===== config.mk =====
export PLATFORM = sky130hd
export DESIGN_NAME = mips_multicycle_control_flat
export DESIGN_NICKNAME = d
export VERILOG_FILES = /design/src/rtl/mips_multicycle_control_pkg.sv /design/src/rtl/mips_multicycle_control_if.sv /design/src/rtl/mips_multicycle_control.sv /design/src/flat_wrapper.sv
export SDC_FILE = /design/constraint.sdc
export NUM_CORES = 1
export LEC_CHECK = 0
export CAP_MARGIN = 0
export CORE_MARGIN = 5
export CORE_UTILIZATION = 43
export DETAILED_ROUTE_END_ITERATION = 8
export PLACE_DENSITY = 0.83
export SKIP_LAST_GASP = 1
export SLEW_MARGIN = 20
export SYNTH_ARGS = -nofsm -noshare
export SYNTH_HDL_FRONTEND = slang
export SYNTH_SLANG_ARGS = --single-unit

===== constraint.sdc =====
create_clock -name clk -period 2.69 [get_ports clk]
set_input_delay 0.538 -clock clk [delete_from_list [all_inputs] [get_ports clk]]
set_output_delay 0.538 -clock clk [all_outputs]
set_load 0.005 [all_outputs]

===== src/rtl/mips_multicycle_control_pkg.sv =====
// Shared encodings for the multicycle MIPS main control FSM and its ALU control consumer.
package mips_ctrl_pkg;

    typedef enum logic [3:0] {
        S_FETCH  = 4'd0,
        S_DECODE = 4'd1,
        S_MEMADR = 4'd2,
        S_MEMRD  = 4'd3,
        S_MEMWB  = 4'd4,
        S_MEMWR  = 4'd5,
        S_EXEC   = 4'd6,
        S_ALUWB  = 4'd7,
        S_BRANCH = 4'd8,
        S_ADDIEX = 4'd9,
        S_ANDIEX = 4'd10,
        S_IMMWB  = 4'd11,
        S_JUMP   = 4'd12
    } state_e;

    localparam logic [5:0] OP_RTYPE = 6'h00;
    localparam logic [5:0] OP_LW    = 6'h23;
    localparam logic [5:0] OP_SW    = 6'h2B;
    localparam logic [5:0] OP_BEQ   = 6'h04;
    localparam logic [5:0] OP_ADDI  = 6'h08;
    localparam logic [5:0] OP_ANDI  = 6'h0C;
    localparam logic [5:0] OP_J     = 6'h02;

    localparam logic [1:0] ALUOP_ADD     = 2'b00;
    localparam logic [1:0] ALUOP_SUB     = 2'b01;
    localparam logic [1:0] ALUOP_RFORMAT = 2'b10;
    localparam logic [1:0] ALUOP_AND     = 2'b11;

    localparam logic [1:0] SRCB_RT     = 2'b00;
    localparam logic [1:0] SRCB_FOUR   = 2'b01;
    localparam logic [1:0] SRCB_IMM    = 2'b10;
    localparam logic [1:0] SRCB_IMMSH2 = 2'b11;

    localparam logic [1:0] PCSRC_ALU    = 2'b00;
    localparam logic [1:0] PCSRC_ALUOUT = 2'b01;
    localparam logic [1:0] PCSRC_JUMP   = 2'b10;
    localparam logic [1:0] PCSRC_RS     = 2'b11;

endpackage


===== src/rtl/mips_multicycle_control_if.sv =====
// Control-to-datapath bundle: opcode/jr/mem_ready in, enables and mux selects out.
// Memory handshake: memread/memwrite act as valid and stay high until the cycle mem_ready=1 completes the access.
interface mips_ctrl_if #(parameter int STATE_W = 4);
    logic [5:0]         op;
    logic               jr;
    logic               mem_ready;
    logic [1:0]         aluop;
    logic               alusrca;
    logic [1:0]         alusrcb;
    logic [1:0]         pcsrc;
    logic               pcwrite;
    logic               branch;
    logic               iord;
    logic               memread;
    logic               memwrite;
    logic               irwrite;
    logic               memtoreg;
    logic               regdst;
    logic               regwrite;
    logic               illegal_op;
    logic [STATE_W-1:0] state_dbg;

    modport master (
        input  op, jr, mem_ready,
        output aluop, alusrca, alusrcb, pcsrc, pcwrite, branch, iord, memread,
               memwrite, irwrite, memtoreg, regdst, regwrite, illegal_op, state_dbg
    );

    modport slave (
        output op, jr, mem_ready,
        input  aluop, alusrca, alusrcb, pcsrc, pcwrite, branch, iord, memread,
               memwrite, irwrite, memtoreg, regdst, regwrite, illegal_op, state_dbg
    );
endinterface


===== src/rtl/mips_multicycle_control.sv =====
// Main control FSM of the multicycle MIPS core; state is the only register, outputs decode from it.
module mips_multicycle_control
    import mips_ctrl_pkg::*;
#(
    parameter int STATE_W = 4
) (
    input  logic          clk,
    input  logic          reset_n,
    mips_ctrl_if.master   ctrl
);

    state_e state_q, state_d;

    always_ff @(posedge clk) begin
        if (!reset_n) state_q <= S_FETCH;
        else          state_q <= state_d;
    end

    assign ctrl.state_dbg = reset_n ? STATE_W'(state_q) : STATE_W'(S_FETCH);

    always_comb begin
        state_d         = S_FETCH;
        ctrl.aluop      = ALUOP_ADD;
        ctrl.alusrca    = 1'b0;
        ctrl.alusrcb    = SRCB_RT;
        ctrl.pcsrc      = PCSRC_ALU;
        ctrl.pcwrite    = 1'b0;
        ctrl.branch     = 1'b0;
        ctrl.iord       = 1'b0;
        ctrl.memread    = 1'b0;
        ctrl.memwrite   = 1'b0;
        ctrl.irwrite    = 1'b0;
        ctrl.memtoreg   = 1'b0;
        ctrl.regdst     = 1'b0;
        ctrl.regwrite   = 1'b0;
        ctrl.illegal_op = 1'b0;

        case (state_q)
            S_FETCH: begin
                ctrl.memread = 1'b1;
                ctrl.alusrcb = SRCB_FOUR;
                if (ctrl.mem_ready) begin
                    ctrl.irwrite = 1'b1;
                    ctrl.pcwrite = 1'b1;
                    state_d      = S_DECODE;
                end else begin
                    state_d      = S_FETCH;
                end
            end
            S_DECODE: begin
                // Branch target is precomputed here so BRANCH only needs the compare.
                ctrl.alusrcb = SRCB_IMMSH2;
                case (ctrl.op)
                    OP_RTYPE:     state_d = S_EXEC;
                    OP_LW, OP_SW: state_d = S_MEMADR;
                    OP_BEQ:       state_d = S_BRANCH;
                    OP_ADDI:      state_d = S_ADDIEX;
                    OP_ANDI:      state_d = S_ANDIEX;
                    OP_J:         state_d = S_JUMP;
                    default:      ctrl.illegal_op = 1'b1;
                endcase
            end
            S_MEMADR: begin
                ctrl.alusrca = 1'b1;
                ctrl.alusrcb = SRCB_IMM;
                state_d      = (ctrl.op == OP_SW) ? S_MEMWR : S_MEMRD;
            end
            S_MEMRD: begin
                ctrl.memread = 1'b1;
                ctrl.iord    = 1'b1;
                state_d      = ctrl.mem_ready ? S_MEMWB : S_MEMRD;
            end
            S_MEMWB: begin
                ctrl.regwrite = 1'b1;
                ctrl.memtoreg = 1'b1;
            end
            S_MEMWR: begin
                ctrl.memwrite = 1'b1;
                ctrl.iord     = 1'b1;
                state_d       = ctrl.mem_ready ? S_FETCH : S_MEMWR;
            end
            S_EXEC: begin
                ctrl.alusrca = 1'b1;
                ctrl.aluop   = ALUOP_RFORMAT;
                if (ctrl.jr) begin
                    ctrl.pcwrite = 1'b1;
                    ctrl.pcsrc   = PCSRC_RS;
                end else begin
                    state_d      = S_ALUWB;
                end
            end
            S_ALUWB: begin
                ctrl.regwrite = 1'b1;
                ctrl.regdst   = 1'b1;
            end
            S_BRANCH: begin
                ctrl.alusrca = 1'b1;
                ctrl.aluop   = ALUOP_SUB;
                ctrl.branch  = 1'b1;
                ctrl.pcsrc   = PCSRC_ALUOUT;
            end
            S_ADDIEX: begin
                ctrl.alusrca = 1'b1;
                ctrl.alusrcb = SRCB_IMM;
                state_d      = S_IMMWB;
            end
            S_ANDIEX: begin
                ctrl.alusrca = 1'b1;
                ctrl.alusrcb = SRCB_IMM;
                ctrl.aluop   = ALUOP_AND;
                state_d      = S_IMMWB;
            end
            S_IMMWB: begin
                ctrl.regwrite = 1'b1;
            end
            S_JUMP: begin
                ctrl.pcwrite = 1'b1;
                ctrl.pcsrc   = PCSRC_JUMP;
            end
            default: state_d = S_FETCH;
        endcase

        // Reset abandons any in-flight access: every enable and select goes low at once.
        if (!reset_n) begin
            ctrl.aluop      = ALUOP_ADD;
            ctrl.alusrca    = 1'b0;
            ctrl.alusrcb    = SRCB_RT;
            ctrl.pcsrc      = PCSRC_ALU;
            ctrl.pcwrite    = 1'b0;
            ctrl.branch     = 1'b0;
            ctrl.iord       = 1'b0;
            ctrl.memread    = 1'b0;
            ctrl.memwrite   = 1'b0;
            ctrl.irwrite    = 1'b0;
            ctrl.memtoreg   = 1'b0;
            ctrl.regdst     = 1'b0;
            ctrl.regwrite   = 1'b0;
            ctrl.illegal_op = 1'b0;
        end
    end

endmodule


===== src/flat_wrapper.sv =====
// flat-port wrapper written by rule: the top's interface ports become plain ports
module mips_multicycle_control_flat import mips_ctrl_pkg::*;
#(
    parameter int STATE_W = 4
)
  (clk, reset_n, ctrl_op, ctrl_jr, ctrl_mem_ready, ctrl_aluop, ctrl_alusrca, ctrl_alusrcb, ctrl_pcsrc, ctrl_pcwrite, ctrl_branch, ctrl_iord, ctrl_memread, ctrl_memwrite, ctrl_irwrite, ctrl_memtoreg, ctrl_regdst, ctrl_regwrite, ctrl_illegal_op, ctrl_state_dbg);
  mips_ctrl_if #(.STATE_W(STATE_W)) ctrl_i ();
  input  logic clk;
  input  logic reset_n;
  input wire logic [$bits(ctrl_i.op)-1:0] ctrl_op;
  input wire logic [$bits(ctrl_i.jr)-1:0] ctrl_jr;
  input wire logic [$bits(ctrl_i.mem_ready)-1:0] ctrl_mem_ready;
  output wire logic [$bits(ctrl_i.aluop)-1:0] ctrl_aluop;
  output wire logic [$bits(ctrl_i.alusrca)-1:0] ctrl_alusrca;
  output wire logic [$bits(ctrl_i.alusrcb)-1:0] ctrl_alusrcb;
  output wire logic [$bits(ctrl_i.pcsrc)-1:0] ctrl_pcsrc;
  output wire logic [$bits(ctrl_i.pcwrite)-1:0] ctrl_pcwrite;
  output wire logic [$bits(ctrl_i.branch)-1:0] ctrl_branch;
  output wire logic [$bits(ctrl_i.iord)-1:0] ctrl_iord;
  output wire logic [$bits(ctrl_i.memread)-1:0] ctrl_memread;
  output wire logic [$bits(ctrl_i.memwrite)-1:0] ctrl_memwrite;
  output wire logic [$bits(ctrl_i.irwrite)-1:0] ctrl_irwrite;
  output wire logic [$bits(ctrl_i.memtoreg)-1:0] ctrl_memtoreg;
  output wire logic [$bits(ctrl_i.regdst)-1:0] ctrl_regdst;
  output wire logic [$bits(ctrl_i.regwrite)-1:0] ctrl_regwrite;
  output wire logic [$bits(ctrl_i.illegal_op)-1:0] ctrl_illegal_op;
  output wire logic [$bits(ctrl_i.state_dbg)-1:0] ctrl_state_dbg;
  assign ctrl_i.op = ctrl_op;
  assign ctrl_i.jr = ctrl_jr;
  assign ctrl_i.mem_ready = ctrl_mem_ready;
  assign ctrl_aluop = ctrl_i.aluop;
  assign ctrl_alusrca = ctrl_i.alusrca;
  assign ctrl_alusrcb = ctrl_i.alusrcb;
  assign ctrl_pcsrc = ctrl_i.pcsrc;
  assign ctrl_pcwrite = ctrl_i.pcwrite;
  assign ctrl_branch = ctrl_i.branch;
  assign ctrl_iord = ctrl_i.iord;
  assign ctrl_memread = ctrl_i.memread;
  assign ctrl_memwrite = ctrl_i.memwrite;
  assign ctrl_irwrite = ctrl_i.irwrite;
  assign ctrl_memtoreg = ctrl_i.memtoreg;
  assign ctrl_regdst = ctrl_i.regdst;
  assign ctrl_regwrite = ctrl_i.regwrite;
  assign ctrl_illegal_op = ctrl_i.illegal_op;
  assign ctrl_state_dbg = ctrl_i.state_dbg;
  mips_multicycle_control #(.STATE_W(STATE_W)) u_core (.clk(clk), .reset_n(reset_n), .ctrl(ctrl_i));
endmodule

==> tab_implementation.tex <==
% Generated from flow reports
\begin{tabular}{lr}
\hline
Metric & Value \\
\hline
\multicolumn{2}{l}{\textbf{Place}} \\
Half-perimeter wire length after detailed placement & 1.57 mm \\
\multicolumn{2}{l}{\textbf{Setup path}} \\
Worst R2R Path Depth & 5 \\
R2r endpoint & u\_core.state\_q[0] \\
Max FO, Critical Path & 3 \\
\multicolumn{2}{l}{\textbf{Status}} \\
Result of the run & complete, no violations \\
\multicolumn{2}{l}{\textbf{Drt}} \\
Overall via count from detail\_route & 843 \\
Drt pass-1 iters & 4 \\
\multicolumn{2}{l}{\textbf{Floorplan}} \\
Starting density of the core & 44.7\% \\
\multicolumn{2}{l}{\textbf{Global route}} \\
Pin count of the biggest net entering global routing & 19 \\
\multicolumn{2}{l}{\textbf{Finish}} \\
Proportion of layout cells with a drive suffix above 1 & 14.5\% \\
\multicolumn{2}{l}{\textbf{Pwr}} \\
Maximum resistive drop on vdd & 0.000182 V \\
Part of the power in the clock network & 35.1\% \\
Part of the total power dissipated in combinational logic & 35.8\% \\
Pwr dens & 209 nW/um2 \\
\multicolumn{2}{l}{\textbf{Logic synthesis}} \\
Synth Instances & 95 \\
Dominant register cell & dfxtp\_1 \\
\multicolumn{2}{l}{\textbf{Final timing}} \\
Worst hold margin & 0.711 ns \\
Post-route clock period utilization & 96.3\% \\
\multicolumn{2}{l}{\textbf{Min path}} \\
Path type of the worst min-delay path & register to register \\
Capture endpoint of the worst hold path & u\_core.state\_q[3] \\
\multicolumn{2}{l}{\textbf{Clock tree}} \\
Num Clock Sinks & 4 \\
\hline
\end{tabular}
==> critical path, cell delays in order <==
cell             delay, ns
clkdlybuf4s50_1       0.49
nand2_1               0.09
o21ai_2               0.13
and4b_1               0.22
or2_1                 0.10
clkdlybuf4s50_1       0.49
==> cell families (layout without fill, tap and decap cells) <==
logic type	count (synthesis)	in the layout	synth area share, %
DFF	4	4	12.0
buffers and inverters	10	46	11.3
AOI/OAI and AO/OA	22	22	20.9
and+or+nand+nor	55	55	50.6
xor gates and xnor gates	4	4	5.26
==> cell usage after synthesis, drive strengths merged (2+ instances only) <==
library cell | instances | share of area, %
and3 | 2 | 1.9
buf | 8 | 10
and2 | 5 | 4.7
o21ai | 7 | 5.3
a31oi | 4 | 3.8
a21o | 2 | 2.3
nor3 | 5 | 3.8
dfxtp | 4 | 12
o22ai | 3 | 2.8
nor2 | 10 | 8.1
nand2b | 4 | 3.8
nand3b | 5 | 5.6
xor2 | 3 | 3.9
a21oi | 2 | 1.5
nand3 | 4 | 3.0
nand2 | 7 | 3.9
and3b | 2 | 2.6
nor4b | 2 | 2.6
==> cell type report <==
class                   count  area [um2]  share of cell area (%)
flip-flops and latches      4        81.3                    7.83
well taps                  16        20.0                    1.93
repair buffers             42         389                    37.5
clock buffers               3        22.5                    2.17
multi-input cells          81         522                    50.2
inverters                   1        3.75                   0.361
==> per-stage QoR <==
step	setup WS [ns]	total power, uW	instance area, um2	setup TNS [ns]
floorplan	0.918	96.3	666	0
global placement	-0.0865	139	1000	-0.0865
detailed placement	-0.150	141	1000	-0.150
CTS	0.0345	218	1030	0
finish	0.0993	217	1040	0
global route	0.0123	232	1040	0
==> cell usage in the layout (no fill, tap or decap), types with 3 or more instances in the layout <==
cell / instances
nand3_1: 4
clkdlybuf4s50_1: 29
nor3_1: 5
nand2_1: 7
buf_4: 12
nor2_1: 9
dfxtp_1: 3
a31oi_1: 4
o21ai_0: 6
o22ai_1: 3
and2_1: 5
xor2_1: 3
nand3b_1: 5
nand2b_1: 4
clkbuf_4: 3
==> worst max path at each step <==
| stage | to | slack (ns) |
|---|---|---|
| floorplan | ctrl_illegal_op | 0.92 |
| global placement | ctrl_illegal_op | -0.09 |
| detailed placement | ctrl_illegal_op | -0.15 |
| CTS | ctrl_pcwrite | 0.03 |
| global route | ctrl_pcwrite | 0.01 |
| finish | ctrl_pcwrite | 0.1 |
==> per-layer routing <==
layer	vias to the layer above	wire length [um]	GRT usage [%]
met1	395	840	17.2
li1	419	-	-
met3	2	103	1.22
met5	-	0	0
met2	27	1070	32.4
met4	0	22	4.04
==> power groups by stage <==
stage / logic (uW) / clock network [uW] / registers (uW)
after global routing: 84.2 / 84.4 / 63.3
after floorplan: 33.8 / 0 / 62.5
final: 77.7 / 76.2 / 63.3
after detailed placement: 76.8 / 0 / 64.1
after global placement: 74.8 / 0 / 64.0
after CTS: 77.1 / 78.2 / 63.1
==> timing repair <==
| action | CTS | global route |
|---|---|---|
| pin swaps | 1 | 0 |
| endpoints found under the setup margin | 1 | 4 |
| gates resized | 2 | 4 |
Figure 1. Cell outlines without signal wires.
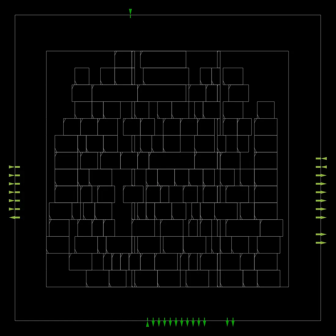
sequential portion of the cell area: 7.83%
total core area: 1490 um2
sequential cells: 4
number of fill cells in the layout: 132
Final Instance Count excl. Fillers: 147

Figure 2. Cells colored by class.
Fill, decap, tap and diode cells in gray.
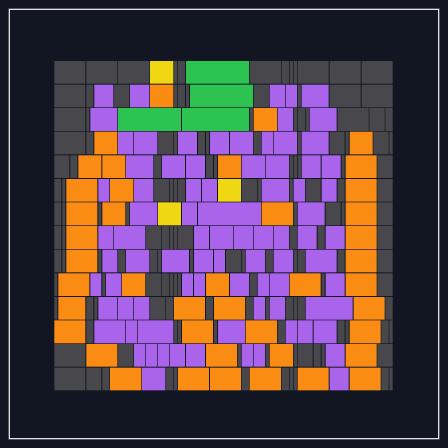
[remaining buffers and delay cells] orange | cells: 42 | share of their area: 38%
[registers] green | cells: 4 | share of their area: 8.0%
[clock-net drivers] yellow | cells: 3 | share of their area: 2.2%
[remaining logic cells] purple | cells: 82 | share of their area: 52%

Figure 3. I/O nets highlighted.
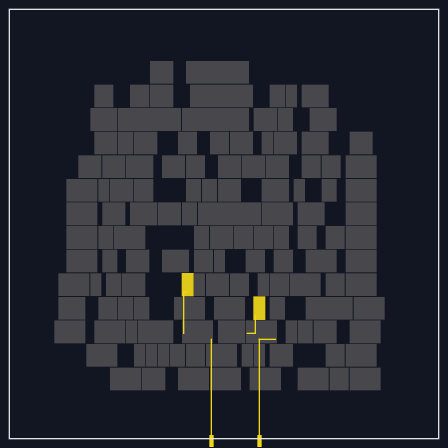
[ctrl_alusrcb] yellow | bits: 2 | direction: output | end cells: 2 | buffers: 2 | wire: 32.1 um

Figure 4. M2 wires.
Cells faint in the background.
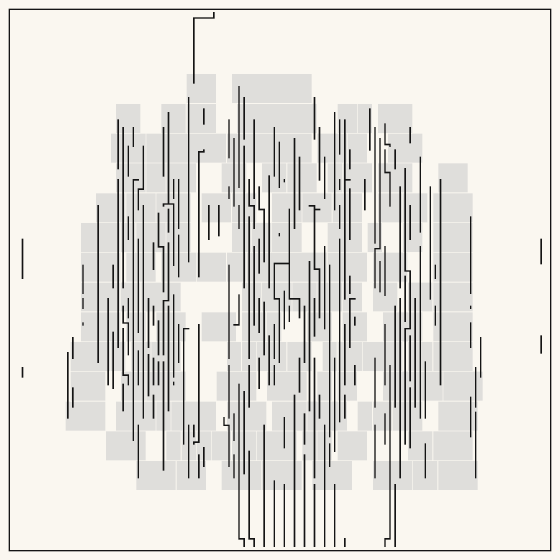
share of all routed wire: 53%
longest straight run: 23.8 um
wire length on this layer: 1070 um
main direction: vertical

Power is estimated from default activity; no workload was simulated.
